===== config.mk =====
export PLATFORM = sky130hd
export DESIGN_NAME = instr_mem_loader
export DESIGN_NICKNAME = d
export VERILOG_FILES = /design/src/rtl/instr_mem_loader.sv
export SDC_FILE = /design/constraint.sdc
export NUM_CORES = 1
export LEC_CHECK = 0
export ABC_AREA = 1
export CORE_MARGIN = 2
export CORE_UTILIZATION = 41
export DETAILED_ROUTE_END_ITERATION = 8
export GPL_TIMING_DRIVEN = 1
export SYNTH_ARGS = -nofsm -noshare
export SYNTH_HDL_FRONTEND = slang
export SYNTH_SLANG_ARGS = --single-unit

===== constraint.sdc =====
create_clock -name clk -period 2.4 [get_ports clk]
set_input_delay 0.48 -clock clk [delete_from_list [all_inputs] [get_ports clk]]
set_output_delay 0.48 -clock clk [all_outputs]
set_load 0.01 [all_outputs]

===== src/rtl/instr_mem_loader.sv =====
// Instruction memory loader: receives a length-prefixed byte stream, packs the bytes into
// DATA_W-bit words, writes them to instruction memory, and holds the CPU until the load is done.
module instr_mem_loader #(
  parameter int ADDR_W    = 10,
  parameter int DATA_W    = 9,
  parameter int MAX_WORDS = 1024
) (
  input  logic              clk,
  input  logic              reset,
  input  logic [7:0]        in_data,
  input  logic              in_valid,
  output logic              in_ready,
  input  logic              start,
  output logic              wr_en,
  output logic [ADDR_W-1:0] wr_addr,
  output logic [DATA_W-1:0] wr_data,
  output logic              busy,
  output logic              done,
  output logic              error,
  output logic              cpu_hold
);

  localparam int HI_W = DATA_W - 8;

  typedef enum logic [2:0] {
    S_LEN_LO, S_LEN_HI, S_DATA_LO, S_DATA_HI, S_DONE, S_ERROR
  } state_t;

  state_t            r_state;
  logic [7:0]        r_len_lo;
  logic [7:0]        r_lo;
  logic [10:0]       r_len;
  logic [10:0]       r_cnt;
  logic              r_wr_en;
  logic [ADDR_W-1:0] r_wr_addr;
  logic [DATA_W-1:0] r_wr_data;
  logic              r_busy;
  logic              r_done;
  logic              r_error;
  logic              r_cpu_hold;

  logic              w_ready;
  logic              w_accept;
  logic [10:0]       w_len;
  logic              w_len_bad;
  logic              w_hi_bad;

  // Ready while any of the four receiving states is active.
  always_comb begin
    w_ready = 1'b0;
    case (r_state)
      S_LEN_LO, S_LEN_HI, S_DATA_LO, S_DATA_HI: w_ready = 1'b1;
      default:                                  w_ready = 1'b0;
    endcase
  end

  assign w_accept  = in_valid && w_ready;
  assign w_len     = {in_data[2:0], r_len_lo};
  assign w_len_bad = (w_len == 11'd0) || (32'(w_len) > 32'(MAX_WORDS)) || (in_data[7:3] != 5'd0);
  // Any high-byte bit that does not fit in the instruction word is a protocol error.
  assign w_hi_bad  = ((in_data >> HI_W) != 8'd0);

  // Loader FSM with all outputs registered.
  always_ff @(posedge clk or posedge reset) begin
    if (reset) begin
      r_state    <= S_LEN_LO;
      r_len_lo   <= 8'd0;
      r_lo       <= 8'd0;
      r_len      <= 11'd0;
      r_cnt      <= 11'd0;
      r_wr_en    <= 1'b0;
      r_wr_addr  <= '0;
      r_wr_data  <= '0;
      r_busy     <= 1'b1;
      r_done     <= 1'b0;
      r_error    <= 1'b0;
      r_cpu_hold <= 1'b1;
    end else begin
      r_wr_en <= 1'b0;
      case (r_state)
        S_LEN_LO: begin
          if (w_accept) begin
            r_len_lo <= in_data;
            r_state  <= S_LEN_HI;
          end
        end
        S_LEN_HI: begin
          if (w_accept) begin
            if (w_len_bad) begin
              r_state <= S_ERROR;
              r_error <= 1'b1;
              r_busy  <= 1'b0;
            end else begin
              r_len   <= w_len;
              r_cnt   <= 11'd0;
              r_state <= S_DATA_LO;
            end
          end
        end
        S_DATA_LO: begin
          if (w_accept) begin
            r_lo    <= in_data;
            r_state <= S_DATA_HI;
          end
        end
        S_DATA_HI: begin
          if (w_accept) begin
            if (w_hi_bad) begin
              r_state <= S_ERROR;
              r_error <= 1'b1;
              r_busy  <= 1'b0;
            end else begin
              r_wr_en   <= 1'b1;
              r_wr_addr <= ADDR_W'(r_cnt);
              r_wr_data <= {in_data[HI_W-1:0], r_lo};
              r_cnt     <= r_cnt + 11'd1;
              if (r_cnt == r_len - 11'd1) begin
                r_state <= S_DONE;
                r_done  <= 1'b1;
                r_busy  <= 1'b0;
              end else begin
                r_state <= S_DATA_LO;
              end
            end
          end
        end
        S_DONE: begin
          // Release the CPU only once the final write pulse has gone out.
          if (start) begin
            r_state    <= S_LEN_LO;
            r_done     <= 1'b0;
            r_busy     <= 1'b1;
            r_cpu_hold <= 1'b1;
            r_cnt      <= 11'd0;
            r_len      <= 11'd0;
          end else begin
            r_cpu_hold <= 1'b0;
          end
        end
        S_ERROR: begin
          if (start) begin
            r_state    <= S_LEN_LO;
            r_error    <= 1'b0;
            r_busy     <= 1'b1;
            r_cpu_hold <= 1'b1;
            r_cnt      <= 11'd0;
            r_len      <= 11'd0;
          end else begin
            r_cpu_hold <= 1'b1;
          end
        end
        default: begin
          r_state <= S_ERROR;
          r_error <= 1'b1;
          r_busy  <= 1'b0;
        end
      endcase
    end
  end

  assign in_ready = w_ready;
  assign wr_en    = r_wr_en;
  assign wr_addr  = r_wr_addr;
  assign wr_data  = r_wr_data;
  assign busy     = r_busy;
  assign done     = r_done;
  assign error    = r_error;
  assign cpu_hold = r_cpu_hold;

endmodule


==> run_1/placement_by_type.png <==
The bar under the picture is 20 um long. Fill, decap, tap and diode cells in grey.
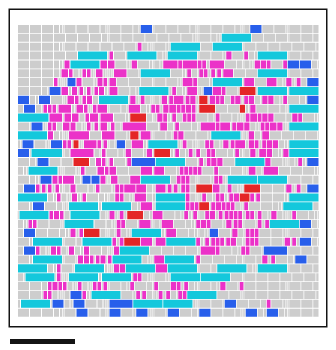
[cyan] sequential cells | cells: 65 | share of their area: 40%
[blue] remaining buffers and delay cells | cells: 45 | share of their area: 11%
[red] clock drivers and dummy loads | cells: 16 | share of their area: 4.4%
[magenta] combinational and other logic | cells: 359 | share of their area: 44%
FP Rows: 33
post-route cell area: 4220 um^2
Core Util, Final: 0.509
flop share of the area: 0.386

==> run_1/sizes.png <==
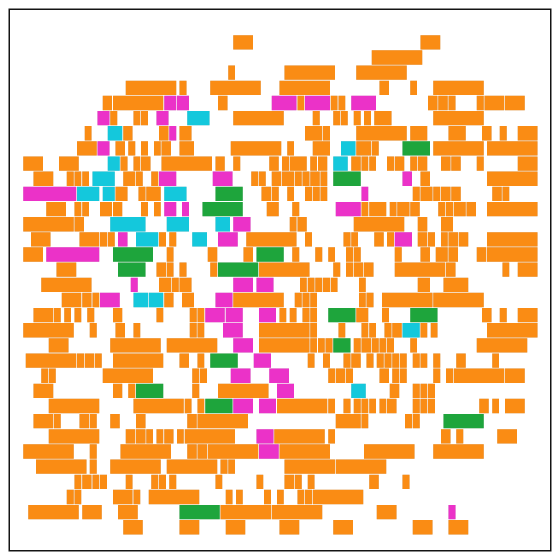
[orange] _0 and _1 cells | cells: 410 | share: 85%
[magenta] _2 cells | cells: 41 | share: 8.5%
[green] _6 and larger | cells: 16 | share: 3.3%
[cyan] _3 and _4 cells | cells: 18 | share: 3.7%
Setup WS post-layout: 0.346 ns
Syn-to-layout area delta: 19.2%
bufs w/o clock: 45

==> run_1/clocks.png <==
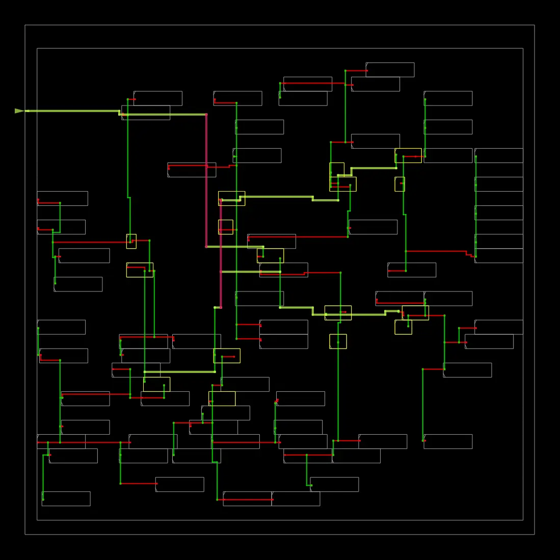
Clk. pwr: 851 uW
clock skew: 0.0111 ns
CTS Buf Count: 9
Clk Latency, worst-skew pair: 0.34 ns

==> impl_metrics.yaml, run 1 <==
# flow metrics
critical_path:
  r2r_cells: 13
  crit_required_ns: 2.64
  r2r_end: "r_state[1]"
cells_and_area:
  drive_gt1_frac: 0.155
  num-fill-cells: 811
route:
  dr.max_layer_used: "met4"
  drc: 0
  antenna_left: 0
  firstDrtPassIters: 4
  viasPerCell: 4.89
  drt_wl_total_um: 7620
  route.met2.wl_um: 3610
  vias: 2886
worst_hold_path:
  hold_path_class: "reg2reg"
  min_from: "wr_data[7]"
  whs_path_depth: 2
  hold_end: "wr_data[7]"
outcome:
  status: "complete, no violations"
synth:
  synth.distinct_cells: 33
  synth_top_area_share: 0.445
  edf_count: 0
  syn_nets: 449
  yosysChipArea_um2: 3540
  avgSynthCellArea_um2: 8.14
pwr:
  power_uw: 4090
floorplanning:
  die_w_um: 96.9
  pin_count: 37
  core-area_um2: 8300
clock_tree:
  clkSinkCount: 65
  cts_tree: "done"
  cts.reportedPaths.clkPinSlew_ns: 0.08
  cts-root-buf: "clkbuf_8"
  cts_hold_buf: 0
  htree_levels: 3
sta:
  period_minus_slack_ns: 2.05
  fin_crit_sh: 0.856
  timing.fmax_mhz: 487
  finalSetupTns_ns: 0
grt:
  antenna_found_initial: 0
run:
  tool_warnings: 26
[run 1: layer usage]
layer / track usage / vias to the layer above
met5: 0 / -
met4: 0.0358 / 0
met3: 0.0506 / 7
met2: 0.291 / 49
met1: 0.237 / 1333
li1: - / 1497
[run 1: per-stage QoR]
| stage | cell area (um^2) | worst slack [ns] | std cells | util |
|---|---|---|---|---|
| floorplan | 3540 | 0.297 | 435 | - |
| global placement | 4040 | 0.120 | 574 | 0.487 |
| detailed placement | 4040 | 0.0584 | 574 | 0.487 |
| CTS | 4220 | 0.307 | 590 | 0.509 |
| global route | 4220 | 0.0200 | 590 | 0.509 |
| finish | 4220 | 0.346 | 590 | 0.509 |
[run 1: sequential cells by signal, summed over array words and instances (netlist names)]
signal and cells:
busy 1, cpu_hold 1, done 1, error 1, r_cnt 11, r_len 11
r_len_lo 8, r_lo 8, r_state 3, wr_addr 10, wr_data 9, wr_en 1
[run 1: power by group]
part           switching, uW  internal, uW  total, uW  leakage (uW)
registers                166          1290       1460      0.000873
logic                   1140           647       1780       0.00106
clock network            447           404        851     0.0000887
[run 1: cells in the final DEF (no fill, tap or decap), drive strengths merged, types with 5 or more instances in the layout]
master	instances
nand4	12
clkdlybuf4s50	36
buf	9
clkbuf	10
inv	54
xor2	7
nor3	6
dfrtp	63
nand3	40
o21ai	47
nor2	38
nand2	138
a21oi	5
[run 1: final cells by class]
cell class,count,share of cell area
Sequential cell,65,0.386
Multi-Input combinational cell,306,0.382
Timing Repair Buffer,45,0.110
Inverter,53,0.0483
Clock buffer,10,0.0326
Tap cell,105,0.0311
Clock inverter,6,0.0101
[run 1: cells by family after synthesis]
| kind of cell | Yosys count | synth area share |
|---|---|---|
| buf+inv | 64 | 0.0848 |
| fa+ha+maj | 2 | 0.00707 |
| xor+xnor | 7 | 0.0173 |
| flops | 65 | 0.460 |
| compound gates | 58 | 0.104 |
| simple gates | 239 | 0.327 |
[run 1: worst max-delay path: stages, from the launching register on]
cell	delay [ns]
dfrtp_1	0.38
inv_1	0.09
ha_1	0.23
nand2_1	0.14
nor2_1	0.17
nand2_1	0.08
nand2_1	0.09
nand3_1	0.07
nor2_1	0.21
nand4_1	0.15
nand2_1	0.15
nand3_1	0.08
nand2_1	0.06
nand2_1	0.04
[run 1: worst max-delay path by stage]
stage / endpoint / depth (start not counted) / slack (ns) / startpoint
final: r_state[1] / 13 / 0.35 / r_len[1]
after global routing: r_state[1] / 13 / 0.02 / r_len[1]
after CTS: r_state[1] / 13 / 0.31 / r_len[1]
after detailed placement: r_len[5] / 13 / 0.06 / in_data[7]
after global placement: r_len[0] / 13 / 0.12 / in_data[7]
after floorplan: done / 1 / 0.30 / reset
--- run 2 (diff from run 1) ---
--- a/config.mk
+++ b/config.mk
@@ -8,6 +8,7 @@
 export ABC_AREA = 1
 export CORE_MARGIN = 2
 export CORE_UTILIZATION = 41
+export CTS_CLUSTER_SIZE = 14
 export DETAILED_ROUTE_END_ITERATION = 8
 export GPL_TIMING_DRIVEN = 1
 export SYNTH_ARGS = -nofsm -noshare
==> run_2/placement_by_type.png <==
The bar under the picture is 20 um long. Fill, decap, tap and diode cells in grey.
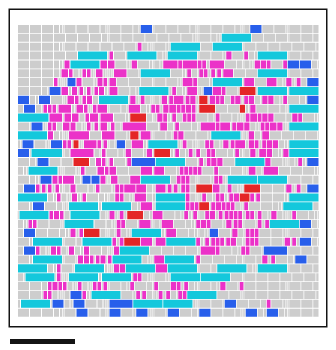
[blue] remaining buffers and delay cells | cells: 45 | share of their area: 11%
[magenta] combinational and other logic | cells: 359 | share of their area: 44%
[red] clock drivers and dummy loads | cells: 16 | share of their area: 4.4%
[cyan] sequential cells | cells: 65 | share of their area: 40%
CORE AREA: 8300 um^2

==> impl_metrics.yaml, run 2 <==
# flow metrics
route:
  vias: 2886
  drt_wl_total_um: 7620
  firstDrtPassIters: 4
  dr.max_layer_used: "met4"
  antenna_left: 0
  drc: 0
  viasPerCell: 4.89
  drtIter0Drc: 134
  wl_per_cell_um: 12.9
  wl_met3_um: 242
  route.met2.wl_um: 3610
  met1Wirelength_um: 3700
cells_and_area:
  area_delta_synth_final_pct: 19.2
  fin_util: 0.509
  drive_gt1_frac: 0.155
  antenna_cells: 0
  num-fill-cells: 811
  mostFrequentLayoutCells: "nand2_1 (131), dfrtp_1 (63), inv_1 (46)"
  final_area_um2: 4220
  lay_top_count: "nand2_1"
  layout.nets: 494
synth:
  topCellsByArea: "dfrtp_1 (45%), nand2_1 (14%), inv_1 (5.0%), nand3_1 (4.1%), nor2_1 (3.3%)"
  ys.flops: 65
  syn_nets: 449
  synthMostInstantiatedCell: "nand2_1"
  synth.distinct_cells: 33
  edf_count: 0
  synth.yosys.warnings: 0
  syn_area_um2: 3540
  top_area_cell: "dfrtp_1"
  synthTopCellsByCount: "nand2_1 (131), dfrtp_1 (63), inv_1 (47)"
  ys_async_sr_fraction: 1.00
  postSynthCellCount: 435
  synth_top_area_share: 0.445
  yosysChipArea_um2: 3540
  ys.flop_type: "dfrtp_1"
  avgSynthCellArea_um2: 8.14
sta:
  finalSetupTns_ns: 0
  rsz0062_at_grt: "false"
  slew_violations: 0
  hold_viol: 0
  period_minus_slack_ns: 2.05
  setup_violations: 0
  timing.fmax_mhz: 487
  fin_crit_sh: 0.856
  max-slew-margin-rel: 0.629
  worstMarginPinSlew_ns: 0.554
  hold_slack_ns: 0.474
  clock_skew_ns: 0.0111
grt:
  overflow: 0
  grt_pass1_vias: 2843
  antenna_found_initial: 0
  grt_start_max_net_pins: 31
critical_path:
  crit_arrival_ns: 2.30
  crit_required_ns: 2.64
  cp-end-kind: "register"
  critPathMaxFanout: 5
  r2r_cells: 13
  start_kind: "register"
clock_tree:
  cts_setup_buffers: 0
  htree_levels: 3
  cts.path.max_buffers: 2
  clock_latency_ns: 0.34
  cts-root-buf: "clkbuf_8"
  clkSinkCount: 65
  cts_tree: "done"
  ctsResizeCount: 0
  cts_hold_buf: 0
  cts.reportedPaths.clkPinSlew_ns: 0.08
  cts_buffers: 9
pwr:
  power.leakage_uw: 0.00202
  ir_drop_mv: 0.797
  power.density_nw_per_um2: 970
floorplanning:
  fp_util: 0.427
  placementRows: 33
  chipArea_um2: 9400
  die_w_um: 96.9
  pin_count: 37
  die_y_um: 96.9
outcome:
  status: "complete, no violations"
worst_hold_path:
  whs_path_depth: 2
  hold_path_class: "reg2reg"
run:
  tool_warnings: 26
  max_cap_violations: 0
place:
  io_buffers: 36
  dp.final_hpwl_um: 5830
  gp_congestion: 0.852
  post_dp_cell_area_um2: 4040
==> run 2: final cells by class <==
class / instances / area, um^2 / area share
sequential: 65 / 1630 / 0.386
multi-input combinational: 306 / 1610 / 0.382
timing repair buffer: 45 / 465 / 0.110
inverter: 53 / 204 / 0.0483
clock buffer: 10 / 138 / 0.0326
tap: 105 / 131 / 0.0311
clock inverter: 6 / 42.5 / 0.0101
==> run 2: final timing paths <==
check	from	to	slack, ns
worst max register to register	r_len[1]	r_state[1]	0.35
worst min register to register	wr_data[7]	wr_data[7]	0.47
worst max-delay path	r_len[1]	r_state[1]	0.35
worst min-delay path	wr_data[7]	wr_data[7]	0.47
min in group asynchronous	reset	r_state[1]	0.50
max in group asynchronous	reset	cpu_hold	1.33
==> run 2: stage by stage <==
stage          power (uW)  std cells  setup slack (ns)
2_1_floorplan        2920        435             0.297
3_3_place_gp         3240        574             0.120
3_5_place_dp         3270        574            0.0584
4_1_cts              4140        590             0.307
5_1_grt              4460        590            0.0200
6_report             4090        590             0.346
==> run 2: kinds of logic (layout without fill, tap and decap cells) <==
kind of cell	after synthesis	in the layout	share of synthesized area
AND/OR/NAND/NOR	239	239	0.327
flip-flops	65	65	0.460
buffers and inverters	64	114	0.0848
AND-OR/OR-AND	58	58	0.104
XOR/XNOR	7	7	0.0173
adder cells (fa/ha/maj)	2	2	0.00707
==> run 2: critical path, stage by stage, from the launching register on <==
cell	delay (ns)
dfrtp_1	0.38
inv_1	0.09
ha_1	0.23
nand2_1	0.14
nor2_1	0.17
nand2_1	0.08
nand2_1	0.09
nand3_1	0.07
nor2_1	0.21
nand4_1	0.15
nand2_1	0.15
nand3_1	0.08
nand2_1	0.06
nand2_1	0.04
==> run 2: layer usage <==
layer,track usage,vias up
li1,-,1497
met1,0.237,1333
met2,0.291,49
met3,0.0506,7
met4,0.0358,0
met5,0,-
==> run 2: power by group <==
group	internal (uW)	total, uW	switching, uW
registers	1290	1460	166
logic	647	1780	1140
clock network	404	851	447
Power is estimated from default activity; no workload was simulated.
